Fig. 1: run 1, clock nets
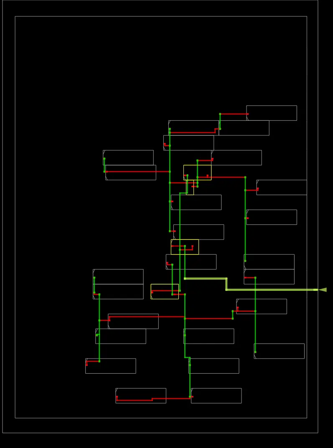
Fig. 2: run 1, signal wires on met3
(6 px per micron)
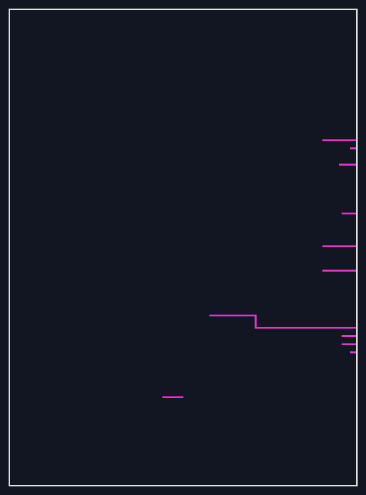
Fig. 3: run 1, sequential cells coloured by netlist name
(4 px per micron) Other sequential cells in the stronger grey, the rest of the logic in the fainter grey.
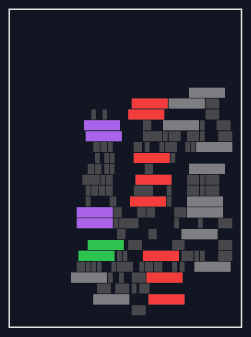
Fig. 4: run 1, cell sizes after repair
(6 px per micron)
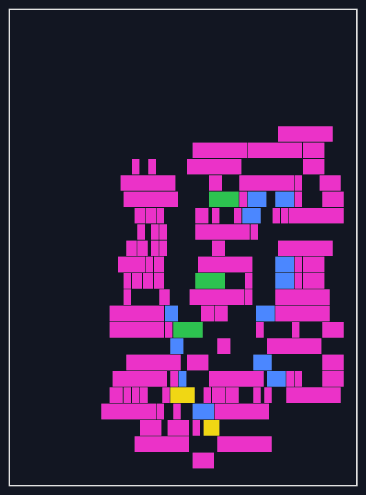
### src/rtl/sipo_rx_if.sv
// Receiver-side bundle for the PISO/SIPO serial link: the serial line plus the
// recovered word and its status strobes.
interface sipo_rx_if #(
  parameter int WIDTH = 8
);
  logic             serial_in;
  logic [WIDTH-1:0] data;
  logic             valid;
  logic             frame_err;
  logic             busy;

  modport master (output serial_in, input data, valid, frame_err, busy);
  modport slave  (input serial_in, output data, valid, frame_err, busy);
endinterface

### src/rtl/sipo_rx.sv
// Serial-in parallel-out frame receiver: start bit 0, WIDTH data bits LSB first,
// stop bit 1, one bit per clock, no oversampling.
module sipo_rx #(
  parameter int WIDTH = 8
) (
  input  logic     clk,
  input  logic     rst,
  sipo_rx_if.slave bus
);
  localparam int CW = $clog2(WIDTH + 1);

  typedef enum logic [1:0] {IDLE, DATA, STOP, RESYNC} state_t;

  state_t           state, state_next;
  logic [CW-1:0]    cnt, cnt_next;
  logic [WIDTH-1:0] shift_reg, shift_next;
  logic [WIDTH-1:0] data_q, data_next;
  logic             valid_q, valid_next;
  logic             err_q, err_next;
  logic             busy_q;

  // Next-state and next-output decode; strobes default low so they last one cycle.
  always_comb begin
    state_next = state;
    cnt_next   = cnt;
    shift_next = shift_reg;
    data_next  = data_q;
    valid_next = 1'b0;
    err_next   = 1'b0;
    case (state)
      IDLE: begin
        if (!bus.serial_in) begin
          state_next = DATA;
          cnt_next   = '0;
          shift_next = '0;
        end
      end
      DATA: begin
        shift_next = {bus.serial_in, shift_reg[WIDTH-1:1]};
        cnt_next   = cnt + CW'(1);
        if (cnt == CW'(WIDTH - 1)) begin
          state_next = STOP;
        end
      end
      STOP: begin
        if (bus.serial_in) begin
          data_next  = shift_reg;
          valid_next = 1'b1;
          state_next = IDLE;
        end else begin
          err_next   = 1'b1;
          state_next = RESYNC;
        end
      end
      RESYNC: begin
        // A low line here is the tail of a bad frame, never a new start bit.
        if (bus.serial_in) begin
          state_next = IDLE;
        end
      end
      default: begin
        state_next = IDLE;
      end
    endcase
  end

  always_ff @(posedge clk or posedge rst) begin
    if (rst) begin
      state     <= IDLE;
      cnt       <= '0;
      shift_reg <= '0;
      data_q    <= '0;
      valid_q   <= 1'b0;
      err_q     <= 1'b0;
      busy_q    <= 1'b0;
    end else begin
      state     <= state_next;
      cnt       <= cnt_next;
      shift_reg <= shift_next;
      data_q    <= data_next;
      valid_q   <= valid_next;
      err_q     <= err_next;
      busy_q    <= (state_next != IDLE);
    end
  end

  assign bus.data      = data_q;
  assign bus.valid     = valid_q;
  assign bus.frame_err = err_q;
  assign bus.busy      = busy_q;
endmodule

### src/flat_wrapper.sv
// flat-port wrapper written by rule: the top's interface ports become plain ports
module sipo_rx_flat 
#(
  parameter int WIDTH = 8
)
  (clk, rst, bus_serial_in, bus_data, bus_valid, bus_frame_err, bus_busy);
  sipo_rx_if #(.WIDTH(WIDTH)) bus_i ();
  input  logic clk;
  input  logic rst;
  input wire logic [$bits(bus_i.serial_in)-1:0] bus_serial_in;
  output wire logic [$bits(bus_i.data)-1:0] bus_data;
  output wire logic [$bits(bus_i.valid)-1:0] bus_valid;
  output wire logic [$bits(bus_i.frame_err)-1:0] bus_frame_err;
  output wire logic [$bits(bus_i.busy)-1:0] bus_busy;
  assign bus_i.serial_in = bus_serial_in;
  assign bus_data = bus_i.data;
  assign bus_valid = bus_i.valid;
  assign bus_frame_err = bus_i.frame_err;
  assign bus_busy = bus_i.busy;
  sipo_rx #(.WIDTH(WIDTH)) u_core (.clk(clk), .rst(rst), .bus(bus_i));
endmodule
### config.mk
export PLATFORM = sky130hd
export DESIGN_NAME = sipo_rx_flat
export DESIGN_NICKNAME = d
export VERILOG_FILES = /design/src/rtl/sipo_rx_if.sv /design/src/rtl/sipo_rx.sv /design/src/flat_wrapper.sv
export SDC_FILE = /design/constraint.sdc
export NUM_CORES = 1
export LEC_CHECK = 0
export ABC_AREA = 1
export CAP_MARGIN = 40
export CORE_ASPECT_RATIO = 1.4
export CORE_MARGIN = 2
export CORE_UTILIZATION = 25
export DETAILED_ROUTE_END_ITERATION = 12
export SYNTH_ARGS = -nofsm -noshare
export SYNTH_HDL_FRONTEND = slang
export SYNTH_SLANG_ARGS = --single-unit
### constraint.sdc
create_clock -name clk -period 2.1 [get_ports clk]
set_input_delay 0.42 -clock clk [delete_from_list [all_inputs] [get_ports clk]]
set_output_delay 0.42 -clock clk [all_outputs]
set_load 0.02 [all_outputs]
==> flow_summary.yaml, run 1 <==
# physical design summary
run_status:
  outcome: "finished, final reports clean"
setup_path:
  required_ps: 1680
  cp_num_buf_inv: 1
  end_kind: "output pin"
  cp_top_family: "buffers and inverters"
  cp_max_fo: 2
cts:
  cts_tree: "done"
  numCtsBuffers: 3
  clockBufferDepth: 2
  cts.sinks: 25
  insertion_delay_ps: 260
  clk_pin_slew_ps: 80
  cts_resized: 0
grt:
  antenna_found_initial: 0
  grt_max_degree: 26
  use_met1: 0.0815
  grt.busiest_layer: "met2"
  grt_pass1_wl_mm: 3.02
  grt_use_met2: 0.163
  gr-total-overflow: 0
power_and_ir_drop:
  ir_drop_uv: 703
  maxPowerGroup: "combinational logic"
  comb_power_uw: 803
  clk-power_uw: 275
  seqPwrFrac: 0.425
  clock_power_share: 0.147
  p_switching_uw: 713
  total_power_uw: 1870
  internal_power_uw: 1160
  pwr-share-comb: 0.429
  p_seq_uw: 796
floorplanning:
  fp.dieW_microns: 57.7
  rows: 27
  dieHeight_microns: 79.2
  coreArea_sq_mm: 0.00392
run:
  drv_cap: 0
  warnings: 26
synthesis:
  avgSynthCellArea_sq_um: 10.4
  fp_nets: 101
  xor_area_frac: 0
  yosysCellCount: 97
  syn_inst: 97
  yosysTopAreaCell: "dfrtp_1"
  top_cell: "dfrtp_1"
  synth_async_sr_flop_share: 1.00
  synthDistinctLibCells: 17
  synth_area_sq_mm: 0.00101
timing:
  drv_slew: 0
  fin_setup_tns_ps: 0
  finalSetupViolCount: 0
  rsz0062_at_grt: "no"
  clock.fmax_ghz: 0.611
  hold_violations: 0
  finalCritPeriodShare: 0.780
  tightest_slew_ps: 386
  min_period_ps: 1640
finish:
  num_antenna_cells: 0
  fillers: 414
  finalNetCount: 118
routing:
  vias_per_cell: 4.30
  wl_per_cell_microns: 10.4
  routedLengthMet1_microns: 649
  drt.antenna.violating_nets: 0
  dr_wl_met3_microns: 55
  route.met2.wl_microns: 924
hold_path:
  hp-class: "register to register"
placed_design:
  place_hpwl_mm: 1.22
  io_buffers: 13
  gp_congestion: 0.692
-- Fig. 1 (at the start) --
Seq cells: 25
Layout clock buffers: 4

-- Fig. 2 (at the start) --
share of all routed wire: 3.4%
main direction: horizontal
wire length on this layer: 55.4 microns
nets with wire on the layer: 11
met3 Resource Use GR: 0.0244
Routed WL: 1.63 mm
detailed-route via count: 671

-- Fig. 3 (at the start) --
| colour | signal | sequential cells |
|---|---|---|
| green | u_core.state | 2 |
| red | u_core.shift_reg | 8 |
| purple | u_core.cnt | 4 |

-- Fig. 4 (at the start) --
| colour | size | cells | share |
|---|---|---|---|
| yellow | drive 3 to 4 | 2 | 1.8% |
| blue | drive 2 | 12 | 11% |
| green | drive 6 and up | 3 | 2.7% |
| magenta | drive 1 or less | 96 | 85% |
Signal buffers: 14
fin area: 0.00123 sq mm
Area Overhead vs Synth: 21.6%
fin worst setup slack: 463 ps

run 1: area by class of cell:
type / count / area [sq um] / share of cell area
Clock buffer: 4 / 45.0 / 0.0367
Inverter: 17 / 63.8 / 0.0520
Multi-Input combinational cell: 53 / 300 / 0.245
Sequential cell: 25 / 626 / 0.510
Tap cell: 43 / 53.8 / 0.0439
Timing Repair Buffer: 14 / 138 / 0.112
run 1: layout by cell type, fill, tap and decap left out:
cell,count
inv_2,1
and2_1,1
nor2_4,1
ha_1,1
a21oi_1,1
nor2_1,6
nand3_2,1
buf_4,1
o22ai_1,8
o21ai_2,8
nand2_1,16
clkdlybuf4s50_1,13
inv_1,16
nand3_1,7
dfrtp_1,25
nand2_2,2
clkbuf_8,3
clkbuf_1,1
o21ai_1,1
run 1: final timing paths:
| path | start | end | slack [ps] | cells after the start |
|---|---|---|---|---|
| setup / recovery | u_core.bus.data[6] | bus_data[6] | 460 | 1 |
| hold / removal | u_core.state[0] | u_core.bus.frame_err | 470 | 1 |
| setup reg to reg | u_core.state[0] | u_core.bus.data[7] | 870 | 4 |
| hold reg to reg | u_core.state[0] | u_core.bus.frame_err | 470 | 1 |
| max in group asynchronous | rst | u_core.bus.data[0] | 1370 | 3 |
| min in group asynchronous | rst | u_core.shift_reg[6] | 490 | 3 |
run 1: logic make-up after synthesis:
family,count (synthesis)
and+or+nand+nor,34
DFF,25
buffers and inverters,19
AOI/OAI and AO/OA,18
adders and majority gates,1
run 1: metrics by stage:
stage	instances	worst slack [ps]	hold slack (ps)	util	cell area (sq um)
2_1_floorplan	97	1050	442	-	1010
3_3_place_gp	152	492	457	0.301	1180
3_5_place_dp	152	451	469	0.301	1180
4_1_cts	156	448	482	0.313	1230
5_1_grt	156	398	509	0.313	1230
6_report	156	463	473	0.313	1230
Fig. 5: run 1, wiring heat map
(4 px per micron) 12 x 16 tiles, from black (low) to pale yellow (high), scaled to the fullest tile. Values are wire area over tile area, all layers added.
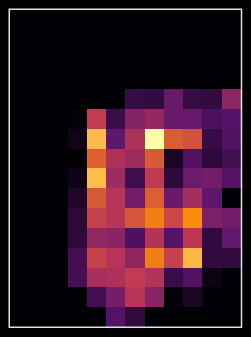

==> run 2: changes to the inputs <==
- clock period: 2.1 -> 1.72 ns (I/O delays scaled with it)
Fig. 6: run 2, wiring heat map
(4 px per micron) 12 x 16 tiles, from black (low) to pale yellow (high), scaled to the fullest tile. Values are wire area over tile area, all layers added.
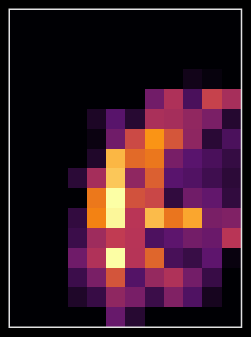
tiles over half the peak: 12%
emptiest ninth of the die: upper left
nearly empty tiles: 52%
densest ninth of the die: centre
mean over tiles: 0.055

==> flow_summary.yaml, run 2 <==
# physical design summary
timing:
  hold-worst-slack_ps: 429
  min_period_ps: 1570
  clock.fmax_ghz: 0.636
  drv_slew: 0
  fin_setup_tns_ps: 0
  worst_slack_ps: 147
  finalSetupViolCount: 0
  hold_violations: 0
  finalCritPeriodShare: 0.915
  rsz0062_at_grt: "no"
  tightest_slew_ps: 314
  finalClockSkew_ps: 4.09
synthesis:
  yosysCellCount: 97
  common_cells: "dfrtp_1 (25), inv_1 (16), nand2_1 (16)"
  synth_adder_area_share: 0.0124
  xor_area_frac: 0
  synth-main-ff-cell: "dfrtp_1"
  yosysTopAreaCell: "dfrtp_1"
  fp_nets: 101
  syn_inst: 97
  top_cell: "dfrtp_1"
  yosys-stat-area_sq_mm: 0.00101
  synth_area_sq_mm: 0.00101
  synth_async_sr_flop_share: 1.00
  synth-seq-cells: 25
  synthDistinctLibCells: 17
  avgSynthCellArea_sq_um: 10.4
floorplanning:
  rows: 27
  dieHeight_microns: 79.2
  fp.dieW_microns: 57.7
  coreArea_sq_mm: 0.00392
  chipArea_sq_mm: 0.00457
grt:
  grt_max_degree: 26
  grt_pass1_wl_mm: 2.77
  gr-total-overflow: 0
  antenna_found_initial: 0
  grt_use_met2: 0.136
  use_met1: 0.0847
  grt.busiest_layer: "met2"
  grt_util_met3: 0.0147
routing:
  vias: 675
  routed_wl_mm: 1.58
  vias_per_cell: 4.30
  drtIter0Drc: 32
  drt.antenna.violating_nets: 0
  wl_per_cell_microns: 10.0
cts:
  clk_pin_slew_ps: 80
  insertion_delay_ps: 270
  cts_tree: "done"
  cts.sinks: 25
  numCtsBuffers: 3
  hold_buffers: 0
  clockBufferDepth: 2
  cts_resized: 0
power_and_ir_drop:
  p_leak_uw: 0.000589
  ir_drop_uv: 847
setup_path:
  cp_top_family: "buffers and inverters"
  required_ps: 1380
  crit_path_top_delay_cell: "clkdlybuf4s50_1"
  cp_max_fo: 2
  cp_num_buf_inv: 1
  end_kind: "output pin"
finish:
  fillers: 396
  drive_gt1_frac: 0.158
  syn2layout_area_growth_pct: 22.3
  final_cell_area_sq_mm: 0.00123
  layout.cells.most_common_list: "dfrtp_1 (25), inv_1 (16), nand2_1 (16)"
  regArea_sq_um: 626
  num_antenna_cells: 0
  finalNetCount: 119
  lay_top_count: "dfrtp_1"
  combGateArea_sq_um: 300
run_status:
  outcome: "finished, final reports clean"
hold_path:
  hp-class: "input pin to asynchronous set/reset pin"
run:
  drv_cap: 0
  warnings: 26
placed_design:
  pre_cts_ws_ps: 304
  place_hpwl_mm: 1.15
  gp_congestion: 0.719
  dpl_cell_area_sq_mm: 0.00119
  io_buffers: 13
-- run 2: cell count changes in the layout (fill, tap and decap cells not counted), sizes merged --
cell / delta
buf: +1
-- run 2: worst paths after layout --
path                               startpoint                   end  slack, ps  cells after the start
setup / recovery           u_core.bus.data[0]           bus_data[0]        150                      1
hold / removal                            rst  u_core.bus.frame_err        430                      3
setup reg to reg              u_core.state[1]         u_core.cnt[2]        590                      4
hold reg to reg               u_core.state[0]  u_core.bus.frame_err        470                      1
max in group asynchronous                 rst    u_core.bus.data[4]       1050                      3
min in group clk              u_core.state[0]  u_core.bus.frame_err        470                      1
-- run 2: tightest hold or removal path, cell delays in order --
cell	delay [ps]
clkdlybuf4s50_1	400
inv_1	50
buf_4	300
-- run 2: stage by stage --
stage	util	total power, uW	std cells
5_1_grt	0.315	2470	157
3_3_place_gp	0.303	1950	153
4_1_cts	0.315	2320	157
3_5_place_dp	0.303	1970	153
2_1_floorplan	-	1660	97
6_report	0.315	2290	157
-- run 2: final cells by class --
cell class                 count  share of cell area
inverter                      17              0.0517
clock buffer                   4              0.0365
timing repair buffer          15               0.118
tap                           43              0.0436
sequential                    25               0.507
multi-input combinational     53               0.243
-- run 2: power by group --
group / total, uW / internal (uW) / switching, uW
sequential: 975 / 835 / 140
combinational: 975 / 419 / 556
clock: 343 / 166 / 177
total: 2290 / 1420 / 873
-- run 2: layer usage --
metal | vias to the layer above | routed length (microns)
met5 | - | 0
met3 | 3 | 62
met1 | 314 | 716
li1 | 345 | -
met4 | 0 | 28
met2 | 13 | 770
Power is estimated from default activity; no workload was simulated.
